<file path="config.mk">
export PLATFORM = sky130hd
export DESIGN_NAME = ustream_to_bin
export DESIGN_NICKNAME = d
export VERILOG_FILES = /design/src/rtl/ustream_to_bin.sv
export SDC_FILE = /design/constraint.sdc
export NUM_CORES = 1
export LEC_CHECK = 0
export CELL_PAD_IN_SITES_DETAIL_PLACEMENT = 1
export CELL_PAD_IN_SITES_GLOBAL_PLACEMENT = 1
export CORE_UTILIZATION = 30
export DETAILED_ROUTE_END_ITERATION = 6
export GPL_TIMING_DRIVEN = 0
export PLACE_DENSITY = 0.73
export SETUP_SLACK_MARGIN = 0.2
export SLEW_MARGIN = 30
export SYNTH_ARGS = -nofsm -noshare
export SYNTH_HDL_FRONTEND = slang
export SYNTH_SLANG_ARGS = --single-unit
</file>
<file path="constraint.sdc">
create_clock -name iClk -period 1.5 [get_ports iClk]
set_clock_uncertainty 0.15 [all_clocks]
set_input_delay 0.15 -clock iClk [delete_from_list [all_inputs] [get_ports iClk]]
set_output_delay 0.15 -clock iClk [all_outputs]
set_load 0.05 [all_outputs]
</file>
<file path="src/rtl/ustream_to_bin.sv">
// ustream_to_bin
//   Converts a unary bitstream back to binary. The block counts the ones in fixed windows of
//   2**BITWIDTH valid samples. Each window result is presented on a valid/ready output port.
//
// Parameters
//   BITWIDTH    log2 of the window length W.
//   BIPOLAR     0: oData = count of ones. 1: oData = 2*count - W, in two's complement.
//   CONTINUOUS  1: the next window starts straight after the current one. 0: return to idle.
//
// Ports
//   iClk     clock; all state changes on the rising edge
//   iRstN    asynchronous active-low reset
//   iClr     synchronous clear: abort the window, drop the pending result, clear oOvf
//   iStart   begin a window (ignored unless idle)
//   iEn      iStream carries a valid sample this cycle
//   iStream  unary input bit
//   oData    window result (BITWIDTH+2 bits; unipolar zero-extended, bipolar signed)
//   oValid   oData holds a result that has not been consumed
//   iReady   consumer takes oData when oValid && iReady
//   oBusy    a window is being accumulated
//   oOvf     sticky: a result was overwritten before it was consumed
module ustream_to_bin #(
  parameter int unsigned BITWIDTH   = 4,
  parameter bit          BIPOLAR    = 1'b0,
  parameter bit          CONTINUOUS = 1'b1
) (
  input  logic                iClk,
  input  logic                iRstN,
  input  logic                iClr,
  input  logic                iStart,
  input  logic                iEn,
  input  logic                iStream,
  output logic [BITWIDTH+1:0] oData,
  output logic                oValid,
  input  logic                iReady,
  output logic                oBusy,
  output logic                oOvf
);

  localparam int unsigned OutW = BITWIDTH + 2;
  localparam logic [OutW-1:0] WinLen = OutW'(2 ** BITWIDTH);

  typedef enum logic [0:0] {StIdle, StAcc} state_e;

  state_e              state_q;
  logic [BITWIDTH-1:0] smp_cnt_q;
  logic [BITWIDTH:0]   ones_q;

  logic                last_smp;
  logic [BITWIDTH:0]   ones_total;
  logic [OutW-1:0]     result;

  always_comb begin
    // The sample counter is all ones on the last sample of a window.
    last_smp   = (state_q == StAcc) && iEn && (&smp_cnt_q);
    // The ones counter is one bit wider than the sample counter, so a full window of W ones
    // still fits.
    ones_total = ones_q + {{BITWIDTH{1'b0}}, iStream};
    if (BIPOLAR) begin
      result = {ones_total, 1'b0} - WinLen;
    end else begin
      result = {1'b0, ones_total};
    end
  end

  always_ff @(posedge iClk or negedge iRstN) begin
    if (!iRstN) begin
      state_q   <= StIdle;
      smp_cnt_q <= '0;
      ones_q    <= '0;
      oData     <= '0;
      oValid    <= 1'b0;
      oOvf      <= 1'b0;
    end else if (iClr) begin
      state_q   <= StIdle;
      smp_cnt_q <= '0;
      ones_q    <= '0;
      oValid    <= 1'b0;
      oOvf      <= 1'b0;
    end else begin
      unique case (state_q)
        StIdle: begin
          if (iStart) begin
            state_q   <= StAcc;
            smp_cnt_q <= '0;
            ones_q    <= '0;
          end
        end
        StAcc: begin
          if (last_smp) begin
            // Restart on the same edge, so back-to-back windows lose no samples.
            smp_cnt_q <= '0;
            ones_q    <= '0;
            if (!CONTINUOUS) state_q <= StIdle;
          end else if (iEn) begin
            smp_cnt_q <= smp_cnt_q + 1'b1;
            ones_q    <= ones_total;
          end
        end
        default: state_q <= StIdle;
      endcase

      if (last_smp) begin
        oData  <= result;
        oValid <= 1'b1;
        // A handshake on this same edge consumes the old result, so that case is not an overflow.
        if (oValid && !iReady) oOvf <= 1'b1;
      end else if (oValid && iReady) begin
        oValid <= 1'b0;
      end
    end
  end

  assign oBusy = (state_q == StAcc);

endmodule

</file>
==> flow_summary_export.csv <==
group,metric,value,unit
outcome,status,"complete, but fails checks",
outcome,violations,"negative setup slack",
final_timing,layout_setup_ws,-41.74,ps
cells_and_area,largest_class,"multi-input combinational cells",
cells_and_area,layout.nets,113,
final_timing,finalSetupTns,-78.70,ps
grt,grt_util_all_layers,0.1563,
cells_and_area,clock_area_frac,0.02236,
route,wl_met2,994,um
cells_and_area,inverters,1,
clocking,cts_resized,57,
cells_and_area,nClkBuffers,3,
logic_synthesis,yosys.area_share.simple,0.1805,
power,pwr-share-clk,0.305,
setup_path,crit_fanout,6,
logic_synthesis,aoi_share,0.1390,
logic_synthesis,synthTopCellsByCount,"dfrtp_1 (17), a31oi_1 (8), mux2_2 (6), nor2_1 (5), nand3_1 (4)",
grt,use_met2,0.2513,
logic_synthesis,yosysTopAreaCell,"dfrtp_1",
final_timing,timing.hold.ws,149.9,ps
logic_synthesis,adder_share,0.04298,
power,switchingPower,225.2,uW
cells_and_area,sh_seq_area,0.3465,
final_timing,setup_viol,6,
grt,gr-usage-met3,0.02558,
clocking,clock_sinks,17,
setup_path,crit_slowest_cell,"dfrtp_2",
cells_and_area,final-seq-area,426.7,um^2
placed_design,dpl_worst_slack,-398.6,ps
logic_synthesis,top_cell_area_share,0.4871,
flow_run,maxCapViolCount,0,
flow_run,warning_count,29,
grt,grtUsageMet1,0.1944,
logic_synthesis,yosys-stat-cells,76,
final_timing,tightest_slew,797.2,ps
logic_synthesis,yosysSeqAreaShare,0.4871,
power,p_leak,0.0005726,uW
floorplan,num_rows,19,
logic_synthesis,edf_count,0,
route,post-route-drc-count,0,
cells_and_area,n_antenna_cell,0,
hold_path,hold_class,"input pin to async pin",
final_timing,final.min_clock_period,1542,ps
cells_and_area,fillers,310,
logic_synthesis,synth_area,873.3,um^2
setup_path,crit_buf_inv,0,
floorplan,die-area,3131,um^2
-- layout by cell type (no fill, tap or decap), types with 2 or more instances in the layout --
cell type,instances
a22o_1,2
a31oi_1,8
and3_1,3
buf_2,8
buf_4,4
buf_6,4
clkbuf_4,3
clkdlybuf4s50_1,5
dfrtp_1,16
ha_4,3
mux2_4,6
nand3_1,3
nand3b_1,2
nor2_1,4
xnor2_1,2
-- power groups by stage --
| stage | registers, uW | clock network (uW) | logic [uW] |
|---|---|---|---|
| floorplan | 484 | 0 | 46.7 |
| global placement | 479 | 0 | 91.3 |
| detailed placement | 480 | 0 | 92.5 |
| CTS | 470 | 266 | 112 |
| global route | 472 | 277 | 125 |
| finish | 471 | 256 | 114 |
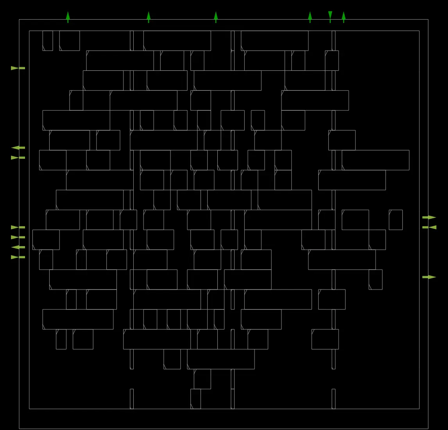
Fig. 1. Cell placement.
TAP cells: 31
FFs & Latches: 17
Core Region: 2758 um^2
non-filler cells, final: 133

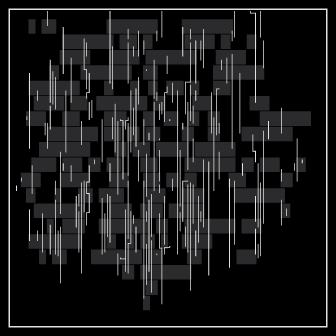
Fig. 2. The metal 2 layer.
longest straight run: 28.9 um
main direction: vertical
share of all routed wire: 48%
vias: 713
final WL: 2067 um

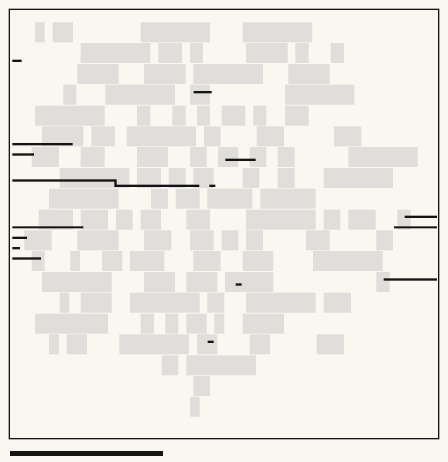
Fig. 3. Met3 routing.
The bar under the picture is 20 um long.
share of all routed wire: 3.5%
main direction: horizontal

Power figures rest on the tool's default switching activity, not on a simulated workload.
